==> src/rtl/taiko_pkg.sv <==
// Shared constants and types for the drum-hit judging path: note types,
// judge result encoding and the default hit-window length.
package taiko_pkg;

  localparam logic [1:0] NOTE_DON = 2'd1;
  localparam logic [1:0] NOTE_KA  = 2'd2;

  localparam int unsigned DEFAULT_WINDOW_CYCLES = 8;

  typedef enum logic [1:0] {
    JUDGE_NONE = 2'd0,
    JUDGE_GOOD = 2'd1,
    JUDGE_BAD  = 2'd2,
    JUDGE_MISS = 2'd3
  } judge_e;

  typedef enum logic {
    StIdle,
    StWindow
  } state_e;

  // Pressing both pads at once is always wrong, whatever the note.
  function automatic judge_e classify(logic [1:0] typ, logic hd, logic hk);
    judge_e res;
    if (hd && hk) begin
      res = JUDGE_BAD;
    end else if (hd) begin
      res = (typ == NOTE_DON) ? JUDGE_GOOD : JUDGE_BAD;
    end else begin
      res = (typ == NOTE_KA) ? JUDGE_GOOD : JUDGE_BAD;
    end
    return res;
  endfunction

endpackage

==> src/rtl/combo_counter.sv <==
// Consecutive-GOOD counter for the HUD: synchronous clear wins over increment,
// and the count saturates at all-ones.
module combo_counter #(
  parameter int unsigned COMBO_W = 8
) (
  input  logic               clk_i,
  input  logic               rst_ni,
  input  logic               clear_i,
  input  logic               inc_i,
  output logic [COMBO_W-1:0] combo_o
);

  logic [COMBO_W-1:0] combo_q, combo_d;

  always_comb begin
    combo_d = combo_q;
    if (clear_i) begin
      combo_d = '0;
    end else if (inc_i && (combo_q != {COMBO_W{1'b1}})) begin
      combo_d = combo_q + 1'b1;
    end
  end

  always_ff @(posedge clk_i or negedge rst_ni) begin
    if (!rst_ni) begin
      combo_q <= '0;
    end else begin
      combo_q <= combo_d;
    end
  end

  assign combo_o = combo_q;

endmodule

==> src/rtl/hit_judge.sv <==
// Judges drum hits against notes, emitting one registered score pulse per note.
// Optional STRAY_PENALTY_EN: a hit in IDLE without a note is judged BAD.
module hit_judge
  import taiko_pkg::*;
#(
  parameter int unsigned WINDOW_CYCLES = DEFAULT_WINDOW_CYCLES,
  parameter int unsigned COMBO_W       = 8
) (
  input  logic               clk,
  input  logic               resetn,
  input  logic               round_start,
  input  logic               note_valid,
  input  logic [1:0]         note_type,
  input  logic               hit_don,
  input  logic               hit_ka,
  output logic               increase_score,
  output logic               decrease_score,
  output logic               score_reset,
  output logic [1:0]         judge,
  output logic [COMBO_W-1:0] combo,
  output logic               window_open
);

  localparam logic [7:0] WinLoad = 8'(WINDOW_CYCLES);

  state_e     state_q, state_d;
  logic [1:0] cur_type_q, cur_type_d;
  logic [7:0] wcnt_q, wcnt_d;
  logic       inc_q, inc_d;
  logic       dec_q, dec_d;
  logic       srst_q, srst_d;
  judge_e     judge_q, judge_d;

  logic   hit_any, note_ok;
  logic   result_valid;
  judge_e result;
  logic   combo_clr, combo_inc;

  assign hit_any = hit_don | hit_ka;
  assign note_ok = note_valid && ((note_type == NOTE_DON) || (note_type == NOTE_KA));

  always_comb begin
    state_d      = state_q;
    cur_type_d   = cur_type_q;
    wcnt_d       = wcnt_q;
    inc_d        = 1'b0;
    dec_d        = 1'b0;
    srst_d       = 1'b0;
    judge_d      = judge_q;
    result_valid = 1'b0;
    result       = JUDGE_NONE;
    combo_clr    = 1'b0;
    combo_inc    = 1'b0;

    if (round_start) begin
      srst_d    = 1'b1;
      judge_d   = JUDGE_NONE;
      state_d   = StIdle;
      wcnt_d    = '0;
      combo_clr = 1'b1;
    end else begin
      unique case (state_q)
        StIdle: begin
          if (note_ok) begin
            if (hit_any) begin
              // Hit lands on the note's own cycle: judge now, no window needed.
              result_valid = 1'b1;
              result       = classify(note_type, hit_don, hit_ka);
            end else begin
              state_d    = StWindow;
              cur_type_d = note_type;
              wcnt_d     = WinLoad;
            end
          end
`ifdef STRAY_PENALTY_EN
          else if (hit_any) begin
            result_valid = 1'b1;
            result       = JUDGE_BAD;
          end
`endif
        end
        StWindow: begin
          if (note_ok) begin
            // Old note is settled first, then the new one restarts the window.
            result_valid = 1'b1;
            result       = hit_any ? classify(cur_type_q, hit_don, hit_ka) : JUDGE_MISS;
            cur_type_d   = note_type;
            wcnt_d       = WinLoad;
          end else if (hit_any) begin
            result_valid = 1'b1;
            result       = classify(cur_type_q, hit_don, hit_ka);
            state_d      = StIdle;
          end else if (wcnt_q == 8'd1) begin
            result_valid = 1'b1;
            result       = JUDGE_MISS;
            state_d      = StIdle;
          end else begin
            wcnt_d = wcnt_q - 8'd1;
          end
        end
        default: state_d = StIdle;
      endcase

      if (result_valid) begin
        judge_d = result;
        if (result == JUDGE_GOOD) begin
          inc_d     = 1'b1;
          combo_inc = 1'b1;
        end else begin
          dec_d     = 1'b1;
          combo_clr = 1'b1;
        end
      end
    end
  end

  always_ff @(posedge clk or negedge resetn) begin
    if (!resetn) begin
      state_q    <= StIdle;
      cur_type_q <= 2'd0;
      wcnt_q     <= 8'd0;
      inc_q      <= 1'b0;
      dec_q      <= 1'b0;
      srst_q     <= 1'b0;
      judge_q    <= JUDGE_NONE;
    end else begin
      state_q    <= state_d;
      cur_type_q <= cur_type_d;
      wcnt_q     <= wcnt_d;
      inc_q      <= inc_d;
      dec_q      <= dec_d;
      srst_q     <= srst_d;
      judge_q    <= judge_d;
    end
  end

  combo_counter #(
    .COMBO_W(COMBO_W)
  ) u_combo (
    .clk_i  (clk),
    .rst_ni (resetn),
    .clear_i(combo_clr),
    .inc_i  (combo_inc),
    .combo_o(combo)
  );

  assign increase_score = inc_q;
  assign decrease_score = dec_q;
  assign score_reset    = srst_q;
  assign judge          = judge_q;
  assign window_open    = (state_q == StWindow);

endmodule

==> config.mk <==
export PLATFORM = sky130hd
export DESIGN_NAME = hit_judge
export DESIGN_NICKNAME = d
export VERILOG_FILES = /design/src/rtl/taiko_pkg.sv /design/src/rtl/combo_counter.sv /design/src/rtl/hit_judge.sv
export SDC_FILE = /design/constraint.sdc
export NUM_CORES = 1
export LEC_CHECK = 0
export CORE_MARGIN = 2
export CORE_UTILIZATION = 36
export DETAILED_ROUTE_END_ITERATION = 8
export SETUP_SLACK_MARGIN = 0.15
export SLEW_MARGIN = 5
export SYNTH_ARGS = -nofsm -noshare
export SYNTH_HDL_FRONTEND = slang
export SYNTH_SLANG_ARGS = --single-unit
==> constraint.sdc <==
create_clock -name clk -period 4.1 [get_ports clk]
set_input_delay 0.82 -clock clk [delete_from_list [all_inputs] [get_ports clk]]
set_output_delay 0.82 -clock clk [all_outputs]
set_load 0.02 [all_outputs]
Fig. 1: I/O pins on the die edge
Scale: 8 px per um. Pins as bars across the die edge, other pins in gray.
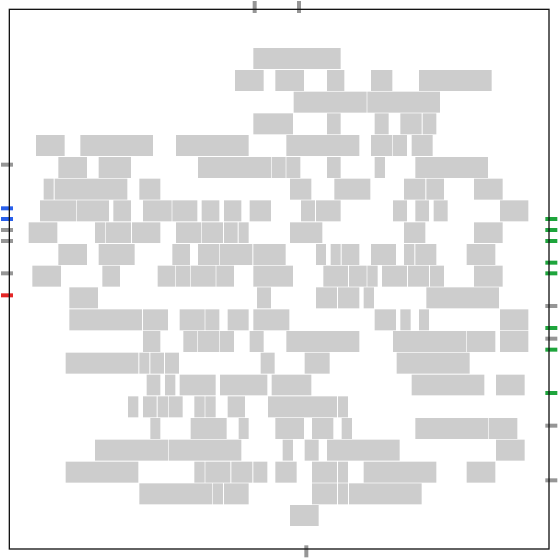
[note_type] blue | pins: 2 | direction: input | edge: left
[combo] green | pins: 8 | direction: output | edge: right
[window_open] red | pins: 1 | direction: output | edge: left
all pins by edge: 12 right, 7 left, 2 top, 1 bottom
die height: 67.3 um
Die Wd: 67.3 um
port bufs: 21

Fig. 2: cell outlines without signal wires
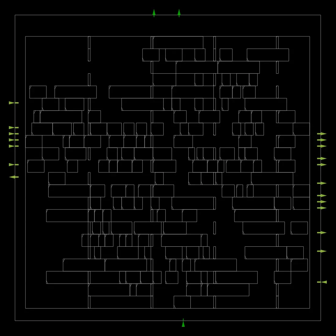
Core Box Area: 3740 um2
fillers: 378
flop share of the area: 34.4%
# rows: 22
Post-Layout Cell Count: 215

==> job_summary.md <==
## PnR job results

| Metric | Value |
|---|---|
| Total power divided by cell area | roughly 330 nW/um2 |
| Post-Synth Simple-Gate Area | 23.4% |
| Largest net degree at the start of global routing | 25 |
| Status | finished, final reports clean |
| PostCTS Resize Cnt | 0 |
| Worst slew pin tran | 1.06 ns |
| Vias in the first global route | 1,144 |
| Fmax | between 300 and 400 MHz |
| Multiplexer share | 2.26% |
| Commonest Layout Cell | dfrtp_1 |
| Mean area per synthesized cell | 9.81 um2 |
| Post-route DRC | 0 |
| CP Capture Type | flip-flop |
| RSZ-0062 raised after global routing | false |
| Register share after synthesis | 41.7% |
| Drt initial violations | 72 |
| Req. time, crit path | 4.29 ns |
| CTS root buf | clkbuf_8 |
| Synthesis Warnings | 0 |
| Worst hold stages | 1 |
| Placed inst area | 1680 um2 |
| Tmin final | 3.10 ns |
| Placed insts | roughly 210 |
| Biggest area cells | dfrtp_1 (42%), ha_1 (4.3%), a21oi_1 (4.2%) |
| CP Class | in2reg |
| Top Ports | 22 |
| Total power draw | just under 600 uW |
| Avg WL per Cell | 13.9 um |
| Commonest non-fill, non-tap cells in the layout | dfrtp_1 (24), clkdlybuf4s50_1 (21), nor2_1 (15) |
| Synth area leader | dfrtp_1 |
cell families after synthesis:
group	count (synthesis)
xor+xnor	5
flops	24
buf+inv	14
fa+ha+maj	5
compound gates	43
simple gates	53
mux	3
registers in the layout (all words and copies together) (netlist names):
register         cells
cur_type_q           2
decrease_score       1
increase_score       1
judge                2
score_reset          1
u_combo.combo_o      8
wcnt_q               8
window_open          1
routing by layer:
layer / vias to the layer above / GRT usage [%] / part of all wire, %
li1: 589 / - / -
met1: 567 / 20.6 / 48
met5: - / 0 / 0
met2: 25 / 24.9 / 48
met3: 4 / 2.00 / 3.5
met4: 0 / 5.36 / 1.0
cells in the mapped netlist (2+ instances only):
library cell   n
a21o_1         2
a21oi_1       12
and3_1         2
clkbuf_1       3
dfrtp_1       24
ha_1           5
inv_1          9
mux2_2         2
nand2_1        2
nand3_1        5
nor2_1        15
nor2b_1        2
nor3_1         3
nor3b_1        2
nor4b_1        2
o2111ai_1      2
o211ai_1       4
o21ai_0        7
o21bai_1       3
o31ai_1        5
or3_1          4
or4_1          4
xor2_1         5
critical path, cell delays in order:
cell and delay, ns:
clkdlybuf4s50_1 0.49, inv_1 0.05, ha_1 0.29, nand2b_1 0.20
or3_1 0.35, o221a_2 0.40, or4_1 0.53, a21oi_1 0.15
cell type report:
cell class / instances / share of cell area (%)
Clock buffer: 3 / 2.36
Clock inverter: 1 / 1.72
Inverter: 9 / 1.93
Multi-Input combinational cell: 109 / 44.1
Sequential cell: 24 / 34.4
Tap cell: 48 / 3.44
Timing Repair Buffer: 21 / 12.0
power by group:
group          total (uW)  switching [uW]  internal [uW]
clock                 209            78.5            131
combinational        97.3            52.7           44.6
sequential            275            21.0            254
Power and IR drop assume default switching activity.
